$ cat src/rtl/vram_writer.sv
// Write-side front end for video memory: boot-time frame-buffer clear followed by
// single-pixel masked word writes into LPDDR controller port 4 (data first, then command).
module vram_writer #(
  parameter logic [29:0] VRAM_BASE = 30'h0000_0000,
  parameter logic [7:0]  CLEAR_RGB = 8'h00,
  parameter int          ROWS      = 192
) (
  input  logic        clk,
  input  logic        reset,
  input  logic        calib_done,
  output logic        clear_screen_done,
  output logic        pixel_wr_done,
  input  logic        pixel_en,
  input  logic [7:0]  pixel_rgb,
  input  logic [7:0]  pixel_x,
  input  logic [7:0]  pixel_y,
  output logic        mem_cmd_en,
  output logic [2:0]  mem_cmd_instr,
  output logic [5:0]  mem_cmd_bl,
  output logic [29:0] mem_cmd_byte_addr,
  input  logic        mem_cmd_empty,
  input  logic        mem_cmd_full,
  output logic        mem_wr_en,
  output logic [3:0]  mem_wr_mask,
  output logic [31:0] mem_wr_data,
  input  logic        mem_wr_full,
  input  logic        mem_wr_empty,
  input  logic [6:0]  mem_wr_count,
  input  logic        mem_wr_underrun,
  input  logic        mem_wr_error,
  output logic        wr_error
);

  // Each clear burst covers half a 256-byte row, so two bursts per visible row.
  localparam logic [8:0] LAST_BURST = 9'(ROWS * 2 - 1);
  localparam logic [8:0] ROW_LIMIT  = 9'(ROWS);

  typedef enum logic [2:0] {
    WAIT_CAL,
    CLR_DATA,
    CLR_CMD,
    IDLE,
    PIX_DATA,
    PIX_CMD
  } state_t;

  state_t      state, state_n;
  logic [8:0]  burst, burst_n;
  logic [4:0]  word, word_n;
  logic        done_n, ready_n, cmd_en_n, wr_en_n, err_n, load;
  logic [5:0]  bl_n;
  logic [29:0] addr_n;
  logic [3:0]  mask_n;
  logic [31:0] data_n;
  logic [7:0]  px_rgb, px_x, px_y;

  // Status/count inputs of the controller are not needed by this block.
  logic unused_inputs;
  assign unused_inputs = ^{mem_cmd_empty, mem_wr_empty, mem_wr_count};

  // Only writes are ever issued.
  assign mem_cmd_instr = 3'b000;

  // Byte-enable mask: 1 = byte not written, lane 0 is data[7:0].
  function automatic logic [3:0] lane_mask(input logic [1:0] lane);
    return ~(4'b0001 << lane);
  endfunction

  // Word-aligned address of pixel (x, y): one 256-byte row per y.
  function automatic logic [29:0] word_addr(input logic [7:0] x, input logic [7:0] y);
    return VRAM_BASE + {14'd0, y, x[7:2], 2'b00};
  endfunction

  // Address of clear burst b: 32 words = 128 bytes per burst.
  function automatic logic [29:0] burst_addr(input logic [8:0] b);
    return VRAM_BASE + {14'd0, b, 7'd0};
  endfunction

  // Next-state and next-output decode; outputs hold their value unless a push happens.
  always_comb begin
    state_n  = state;
    burst_n  = burst;
    word_n   = word;
    done_n   = clear_screen_done;
    ready_n  = pixel_wr_done;
    cmd_en_n = 1'b0;
    wr_en_n  = 1'b0;
    bl_n     = mem_cmd_bl;
    addr_n   = mem_cmd_byte_addr;
    mask_n   = mem_wr_mask;
    data_n   = mem_wr_data;
    load     = 1'b0;
    err_n    = wr_error | mem_wr_underrun | mem_wr_error;
    case (state)
      WAIT_CAL: begin
        if (calib_done) begin
          state_n = CLR_DATA;
          burst_n = '0;
          word_n  = '0;
        end
      end
      CLR_DATA: begin
        if (!mem_wr_full) begin
          wr_en_n = 1'b1;
          data_n  = {4{CLEAR_RGB}};
          mask_n  = 4'h0;
          word_n  = word + 5'd1;
          if (word == 5'd31) state_n = CLR_CMD;
        end
      end
      CLR_CMD: begin
        if (!mem_cmd_full) begin
          cmd_en_n = 1'b1;
          bl_n     = 6'd31;
          addr_n   = burst_addr(burst);
          if (burst == LAST_BURST) begin
            state_n = IDLE;
          end else begin
            burst_n = burst + 9'd1;
            state_n = CLR_DATA;
          end
        end
      end
      IDLE: begin
        // Ready (and clear-done) come up one cycle after entering IDLE; a request is
        // taken only while ready is visible, and the data push is attempted at once.
        if (pixel_wr_done && pixel_en) begin
          load    = 1'b1;
          ready_n = 1'b0;
          if ({1'b0, pixel_y} >= ROW_LIMIT) begin
            state_n = IDLE;
          end else if (!mem_wr_full) begin
            wr_en_n = 1'b1;
            data_n  = {4{pixel_rgb}};
            mask_n  = lane_mask(pixel_x[1:0]);
            state_n = PIX_CMD;
          end else begin
            state_n = PIX_DATA;
          end
        end else begin
          ready_n = 1'b1;
          done_n  = 1'b1;
        end
      end
      PIX_DATA: begin
        if (!mem_wr_full) begin
          wr_en_n = 1'b1;
          data_n  = {4{px_rgb}};
          mask_n  = lane_mask(px_x[1:0]);
          state_n = PIX_CMD;
        end
      end
      PIX_CMD: begin
        if (!mem_cmd_full) begin
          cmd_en_n = 1'b1;
          bl_n     = 6'd0;
          addr_n   = word_addr(px_x, px_y);
          state_n  = IDLE;
        end
      end
      default: state_n = WAIT_CAL;
    endcase
  end

  // State, counters and registered outputs.
  always_ff @(posedge clk) begin
    if (reset) begin
      state             <= WAIT_CAL;
      burst             <= '0;
      word              <= '0;
      clear_screen_done <= 1'b0;
      pixel_wr_done     <= 1'b0;
      mem_cmd_en        <= 1'b0;
      mem_wr_en         <= 1'b0;
      mem_cmd_bl        <= '0;
      mem_cmd_byte_addr <= '0;
      mem_wr_mask       <= 4'hF;
      mem_wr_data       <= '0;
      wr_error          <= 1'b0;
    end else begin
      state             <= state_n;
      burst             <= burst_n;
      word              <= word_n;
      clear_screen_done <= done_n;
      pixel_wr_done     <= ready_n;
      mem_cmd_en        <= cmd_en_n;
      mem_wr_en         <= wr_en_n;
      mem_cmd_bl        <= bl_n;
      mem_cmd_byte_addr <= addr_n;
      mem_wr_mask       <= mask_n;
      mem_wr_data       <= data_n;
      wr_error          <= err_n;
    end
  end

  // Request capture; the source may change its inputs right after acceptance.
  always_ff @(posedge clk) begin
    if (load) begin
      px_rgb <= pixel_rgb;
      px_x   <= pixel_x;
      px_y   <= pixel_y;
    end
  end

endmodule
$ cat config.mk
export PLATFORM = sky130hd
export DESIGN_NAME = vram_writer
export DESIGN_NICKNAME = d
export VERILOG_FILES = /design/src/rtl/vram_writer.sv
export SDC_FILE = /design/constraint.sdc
export NUM_CORES = 1
export LEC_CHECK = 0
export CORE_ASPECT_RATIO = 0.7
export CORE_MARGIN = 8
export CORE_UTILIZATION = 49
export CTS_BUF_LIST = sky130_fd_sc_hd__clkbuf_16
export DETAILED_ROUTE_END_ITERATION = 8
export PLACE_DENSITY = 0.86
export SLEW_MARGIN = 20
export SYNTH_ARGS = -nofsm -noshare
export SYNTH_HDL_FRONTEND = slang
export SYNTH_SLANG_ARGS = --single-unit
$ cat constraint.sdc
create_clock -name clk -period 7.9 [get_ports clk]
set_input_delay 0.79 -clock clk [delete_from_list [all_inputs] [get_ports clk]]
set_output_delay 0.79 -clock clk [all_outputs]
set_load 0.03 [all_outputs]
Figure 1. Sizing map (run 1).
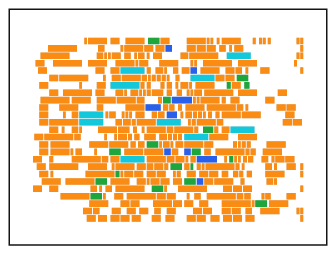
- drive 3 to 4: blue (cells 9; share 2.2%)
- drive 6 and up: cyan (cells 10; share 2.5%)
- drive 2: green (cells 18; share 4.5%)
- drive 1 or less: orange (cells 365; share 91%)

Figure 2. Met3 routing (run 1).
The bar under the picture is 20 µm long.
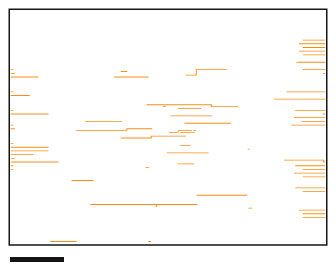
- share of all routed wire: 7.9%
- main direction: horizontal
- longest straight run: 39.1 µm

Figure 3. Met1 routing (run 1).
The bar under the picture is 20 µm long.
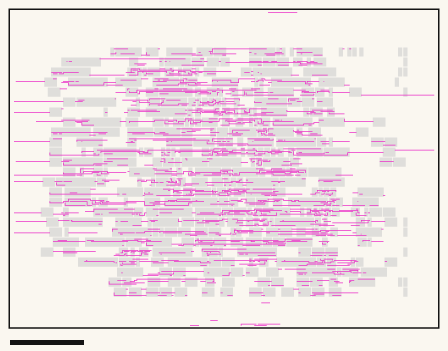
- share of all routed wire: 39%
- longest straight run: 27.6 µm
- nets with wire on the layer: 377
- main direction: horizontal
- wire length on this layer: 3090 µm

==> results_slide.txt, run 1 <==
Physical Implementation Snapshot

Route
  • Routed len/inst: 15.83 µm
  • Drc violations: 0
  • Via/cell ratio: 5.127
  • Vias: 2543
  • First-pass DRT Iterations: 4
  • Routed Antenna Nets: 0
  • Drt total wl: 7854 µm
  • Initial drt markers: 128

Logic synthesis
  • Synth Warn #: 0
  • Most common reg cell: dfxtp_1
  • AND-OR/OR-AND Cells, Area Fraction: 0.1577
  • #FFs+latches synth: 73
  • XORs/XNORs by Area: 0.02284
  • Commonest cells post-synth: buf_4 (51), dfxtp_1 (49), nor2_1 (48)
  • Yosys synthesis chip area: 3451 µm²
  • Dominant cells by area after synthesis: dfxtp_1 (28%), edfxtp_1 (21%), buf_4 (11%)
  • Fa+ha+maj area frac: 0.01088
  • Comb area leader: AND-OR/OR-AND gates
  • Yosys cell count: 337
  • Mux frac, synth: 0.03227
  • Synth async-reset ratio: 0
  • Post-synth seq share: 0.4931
  • Yosys top cell by instances: buf_4
  • Unique cell type count in the Yosys netlist: 46
  • Post-Syn Area: 3451 µm²
  • Area leader share: 0.2843
  • Synth Area per Inst: 10.24 µm²
  • Flip-flops with a built-in enable: 24
  • AND/OR/NAND/NOR Cells, Area Fraction: 0.1389
  • Area leader, netlist: dfxtp_1
  • Synthesized instance count: 337

Critical path
  • Crit path buffers/inverters: 1
  • WS Path Type: in2reg
  • Setup crit start: pixel_y[6]
  • Crit Path Max Fanout: 25
  • Slowest cell on crit path: o31ai_4
  • CP arrival: 2.79 ns
  • Worst R2R End: mem_cmd_byte_addr[7]$_SDFFE_PP0P_
  • Setup crit end kind: flip-flop
  • Start of the worst register-to-register path: state[0]$_SDFFE_PP0P_
  • Largest delay share family, worst path: AND-OR/OR-AND gates
  • CP cell instances: clkdlybuf4s50_1 -> nand2_1 -> a31oi_1 -> o31ai_4 -> nor2_1 -> a211oi_1
  • Cells on worst reg2reg path: 4
  • Setup crit end: mem_wr_data[29]$_SDFFE_PP0P_
  • Stages on worst setup path: 6
  • CP peak stage delay: 0.84 ns
  • WP data required: 8.11 ns
  • Startpoint types: input pin
  • R2R setup slack: 5.44 ns

Placement
  • Gp weighted congestion: 0.7699
  • Inst Count DP: 480
  • Buffers on Ports: 91
  • Post-DP HPWL: 5753 µm
  • Post-Place Worst Slack: 4.993 ns
  • Placed cell area: 4123 µm²

Global routing
  • Vias in the first global route: 2488
  • Global route overflow: 0
  • Pin count of the biggest net entering global routing: 40
  • Tot GR Track Use: 0.1595
  • Antenna violations before repair: 0
  • First-pass GRT wire length: 12570 µm

CTS
  • Cts hold-fix bufs: 0
  • Root Driver: clkbuf_16
  • CTS clk-pin slew, worst paths: 0.06 ns
  • Post-CTS setup buffers: 0
  • H-tree Lvls: 3
  • CTS Buffer Depth: 2
  • Total CTS buffers: 9
  • CTS resizes: 0
  • TritonCTS clock tree: done
  • Clk sinks: 73
  • Late-Pin Clk Latency: 0.33 ns

Timing
  • Slew at the pin closest to its max-slew limit: 1.024 ns
  • Worst hold slack: 0.4839 ns
  • Setup TNS: 0 ns
  • Maximum clock rate: 387.5 MHz
  • RSZ-0062 raised after global routing: no
  • Worst setup margin: 5.319 ns
  • Max transition margin: 0.3176
  • Minimum clock period: 2.581 ns
  • Final setup vio count: 0
  • Final Max Slew Viols: 0
  • Period utilization: 0.3267
  • Final hold violation count: 0
  • Skew final: 0.008175 ns

Cells and area
  • Nets: 441
  • Sequential standard cell area: 1702 µm²
  • Non-Filler Instances: 496
  • Design Area, Final: 4412 µm²
  • Fill cell count: 534
  • Layout cells sized above 1: 0.09204
  • Finished Core Util: 0.6500
  • Antenna diode instance count: 0
  • Layout area overhead: 27.85%
  • Logic area: 1340 µm²

Floorplanning
  • Core Util at FP: 0.5084
  • Row cnt: 25
  • Die height: 86.21 µm
  • Die area: 10030 µm²
  • Core area: 6788 µm²
  • Die W: 116.3 µm
  • Ports: 121

Power
  • Leak: 1.597 nW
  • Overall Power: 1.327 mW
  • Worst vdd ir: 0.1316 mV
  • PD cells: 300.9 nW/µm²

Min path
  • Cell depth of the worst hold path: 2
  • Worst Hold Launch: px_x[4]$_DFFE_PP_
  • End of the worst hold path: mem_cmd_byte_addr[4]$_SDFFE_PP0P_
  • Hold/Removal Path Class: reg2reg

Status
  • Status: complete, no violations

Flow run
  • Max Cap Violations: 0
  • Tool Warnings: 35
## run 1: cells in the final DEF (no fill, tap or decap), drive strengths merged, types with 8 or more instances in the layout
master	instances
a211oi	19
a21oi	10
a22oi	15
clkbuf	9
clkdlybuf4s50	91
conb	20
dfxtp	49
edfxtp	24
inv	9
mux2i	10
nand2	8
nor2	49
nor3	8
o21ai	15
xnor2	9
## run 1: layout make-up
| cell class | instances | area share |
|---|---|---|
| clock buffers | 9 | 0.05105 |
| repair buffers | 94 | 0.2116 |
| multi-input cells | 211 | 0.3037 |
| clock inverters | 7 | 0.01446 |
| flip-flops and latches | 73 | 0.3857 |
| inverters | 8 | 0.006807 |
| well taps | 94 | 0.02666 |
## run 1: worst register-to-register path: cells and delay by family, from the launching register on
kind / cells / cell delay (ns)
AOI/OAI and AO/OA: 2 / 0.97
DFF: 1 / 0.61
and+or+nand+nor: 2 / 0.79
## run 1: metal layers
| layer | vias up | share of wire | wire length [µm] | global-route usage |
|---|---|---|---|---|
| met1 | 1195 | 0.39 | 3088 | 0.1793 |
| met2 | 88 | 0.51 | 4003 | 0.2798 |
| met4 | 0 | 0.018 | 144 | 0.06800 |
| met5 | - | 0 | 0 | 0 |
| li1 | 1247 | - | - | - |
| met3 | 13 | 0.079 | 617 | 0.04164 |
## run 1: power by group
group          switching, mW  internal, mW  leakage [nW]
Clock                  0.148         0.241         0.142
Combinational          0.281         0.185         0.841
Sequential            0.0456         0.426         0.614
Total                  0.475         0.853          1.60
## run 1: state kept, by name, summed over array words and instances (netlist names), 3 cells and up
name	flops
word	5
px_y	8
state	3
burst	9
mem_wr_mask	4
mem_cmd_byte_addr	14
px_x	8
mem_wr_data	8
px_rgb	8
==> run 2, diff against run 1 <==
--- a/config.mk
+++ b/config.mk
@@ -7,10 +7,10 @@
 export LEC_CHECK = 0
 export CORE_ASPECT_RATIO = 0.7
 export CORE_MARGIN = 8
-export CORE_UTILIZATION = 49
+export CORE_UTILIZATION = 41
 export CTS_BUF_LIST = sky130_fd_sc_hd__clkbuf_16
 export DETAILED_ROUTE_END_ITERATION = 8
-export PLACE_DENSITY = 0.86
+export PLACE_DENSITY = 0.77
 export SLEW_MARGIN = 20
 export SYNTH_ARGS = -nofsm -noshare
 export SYNTH_HDL_FRONTEND = slang
==> constraint.sdc (replaced) <==
create_clock -name clk -period 2.2 [get_ports clk]
set_input_delay 0.22 -clock clk [delete_from_list [all_inputs] [get_ports clk]]
set_output_delay 0.22 -clock clk [all_outputs]
set_load 0.03 [all_outputs]
Figure 4. Met3 routing (run 2).
The bar under the picture is 50 µm long.
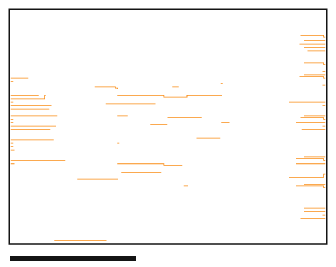
- longest straight run: 21.4 µm
- main direction: horizontal
- wire length on this layer: 571 µm
drt total wl: 8055 µm
met3 Track Usage GR: 0.05795
Vias: 2516

Figure 5. Signal wires on met2 (run 2).
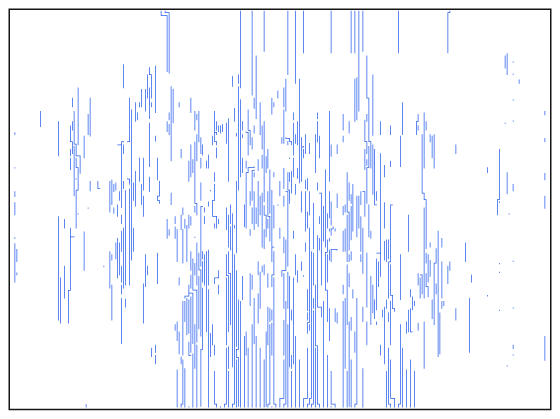
- nets with wire on the layer: 376
- longest straight run: 35.7 µm
- wire length on this layer: 3920 µm
met2 Use GR: 0.2403

Figure 6. Clock nets (run 2).
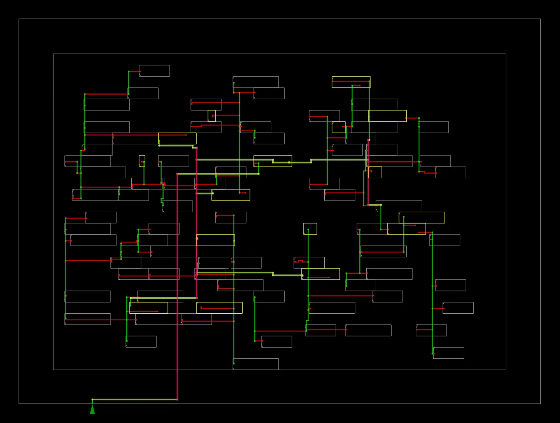
Power Clock: 1.56 mW
Flops: 73
clk sinks: 73

==> results_slide.txt, run 2 <==
Physical Implementation Snapshot

Timing
  • RSZ-0062 raised after global routing: no
  • Slew at the pin closest to its max-slew limit: 1.011 ns
  • Final hold violation count: 0
  • Final setup vio count: 0
  • Final Max Slew Viols: 0
  • Max transition margin: 0.3257
  • Setup TNS: 0 ns
  • Period utilization: 0.8522
  • Worst setup margin: 0.3251 ns
  • Skew final: 0.007971 ns
  • Minimum clock period: 1.875 ns
  • Maximum clock rate: 533.4 MHz
  • Worst hold slack: 0.4355 ns

Route
  • Initial drt markers: 152
  • Via/cell ratio: 4.848
  • Routed len/inst: 15.52 µm
  • Drc violations: 0
  • Routed Antenna Nets: 0
  • First-pass DRT Iterations: 4

Logic synthesis
  • Synth Warn #: 0
  • Yosys synthesis chip area: 3451 µm²
  • Synthesized instance count: 337
  • Post-synth seq share: 0.4931
  • Area leader share: 0.2843
  • Unique cell type count in the Yosys netlist: 46
  • Synth async-reset ratio: 0
  • Area leader, netlist: dfxtp_1
  • #FFs+latches synth: 73
  • Commonest cells post-synth: buf_4 (51), dfxtp_1 (49), nor2_1 (48)
  • Yosys top cell by instances: buf_4
  • Synth Area per Inst: 10.24 µm²
  • Most common reg cell: dfxtp_1
  • Yosys cell count: 337
  • Post-Syn Area: 3451 µm²
  • Flip-flops with a built-in enable: 24
  • Dominant cells by area after synthesis: dfxtp_1 (28%), edfxtp_1 (21%), buf_4 (11%)

Cells and area
  • Layout cells sized above 1: 0.1184
  • Non-Filler Instances: 519
  • Finished Core Util: 0.5499
  • Fill cell count: 727
  • Logic area: 1346 µm²
  • Max reg flops: 14
  • Antenna diode instance count: 0
  • Top cells excl fill/tap: clkdlybuf4s50_1 (91), dfxtp_1 (49), nor2_1 (48), edfxtp_1 (24), conb_1 (20)
  • Nets: 453
  • Layout area overhead: 32.31%
  • Commonest Layout Cell: clkdlybuf4s50_1
  • Top reg by flops: mem_cmd_byte_addr
  • Sequential standard cell area: 1702 µm²
  • Design Area, Final: 4566 µm²
  • Largest regs: mem_cmd_byte_addr: 14 flops, burst: 9 flops

Power
  • Pint: 3.229 mW
  • Worst vdd ir: 0.4784 mV
  • Clock network fraction of design power: 0.314
  • Comb group: 1.77 mW
  • Part of the power in combinational logic: 0.355
  • Pwr top: combinational cells
  • Switching portion of total power: 0.3523
  • Overall Power: 4.985 mW
  • NetSw: 1.756 mW
  • PD cells: 1092 nW/µm²
  • Seq pwr share: 0.332
  • Sequential power: 1.65 mW
  • Leak: 1.687 nW

Flow run
  • Max Cap Violations: 0
  • Tool Warnings: 35

Placement
  • Inst Count DP: 503
  • Placed cell area: 4245 µm²
  • Gp weighted congestion: 0.7493
  • Post-Place Worst Slack: -0.04024 ns
  • Buffers on Ports: 91
  • Post-DP HPWL: 5970 µm

CTS
  • CTS resizes: 0
  • TritonCTS clock tree: done
  • Cts hold-fix bufs: 0
  • CTS Buffer Depth: 2
  • Late-Pin Clk Latency: 0.33 ns
  • Root Driver: clkbuf_16
  • H-tree Lvls: 3
  • Total CTS buffers: 9
  • Post-CTS setup buffers: 0
  • CTS clk-pin slew, worst paths: 0.06 ns

Status
  • Status: complete, no violations

Floorplanning
  • Die W: 125.7 µm
  • Die area: 11650 µm²
  • Die height: 92.76 µm
  • Row cnt: 28
  • Core area: 8303 µm²
  • Core Util at FP: 0.4156
  • Ports: 121

Critical path
  • WS Path Type: in2reg
  • Slowest cell on crit path: o31ai_4
  • Crit Path Max Fanout: 25
  • Setup crit end kind: flip-flop
  • CP cell instances: clkdlybuf4s50_1 -> nand2_1 -> a31oi_1 -> o31ai_4 -> and3_1 -> o21bai_1
  • CP peak stage delay: 0.82 ns
  • WP data required: 2.42 ns
  • Startpoint types: input pin
  • CP arrival: 2.10 ns

Min path
  • Hold/Removal Path Class: in2reg

Global routing
  • First-pass GRT wire length: 13180 µm
  • Pin count of the biggest net entering global routing: 26
  • Vias in the first global route: 2582
  • Antenna violations before repair: 0
  • Tot GR Track Use: 0.1427
  • Global route overflow: 0
[run 2: cell counts after synthesis]
No cell type changed its count.
[run 2: logic make-up after synthesis]
kind of cell | share of synthesized area
XOR/XNOR | 0.02284
AND-OR/OR-AND | 0.1577
buffers and inverters | 0.1432
flip-flops | 0.4931
other | 0.001087
multiplexers | 0.03227
adder cells (fa/ha/maj) | 0.01088
AND/OR/NAND/NOR | 0.1389
[run 2: area by class of cell]
class / count / share of cell area
Clock buffer: 9 / 0.04933
Sequential cell: 73 / 0.3727
Multi-Input combinational cell: 211 / 0.2949
Timing Repair Buffer: 106 / 0.2269
Inverter: 8 / 0.006577
Tap cell: 105 / 0.02877
Clock inverter: 7 / 0.02083
[run 2: critical path, delay by kind of cell]
| kind | cells | cell delay [ns] |
|---|---|---|
| AOI/OAI and AO/OA | 3 | 1.02 |
| buffers and inverters | 1 | 0.44 |
| and+or+nand+nor | 2 | 0.40 |
[run 2: per-layer routing]
layer | share of wire | track usage
met4 | 0.013 | 0.06054
met5 | 0 | 0
met3 | 0.071 | 0.05795
met2 | 0.49 | 0.2403
met1 | 0.43 | 0.1584
[run 2: worst paths after layout]
path | from | endpoint | slack (ns) | cells after the start
max | pixel_y[6] | mem_wr_mask[1]$_SDFFE_PP1P_ | 0.33 | 6
min | pixel_x[6] | px_x[6]$_DFFE_PP_ | 0.44 | 1
max reg2reg | state[1]$_SDFFE_PP0P_ | mem_wr_mask[1]$_SDFFE_PP1P_ | 0.34 | 5
min reg2reg | clear_screen_done$_SDFFE_PP0P_ | clear_screen_done$_SDFFE_PP0P_ | 0.48 | 2
Power is estimated from default activity; no workload was simulated.
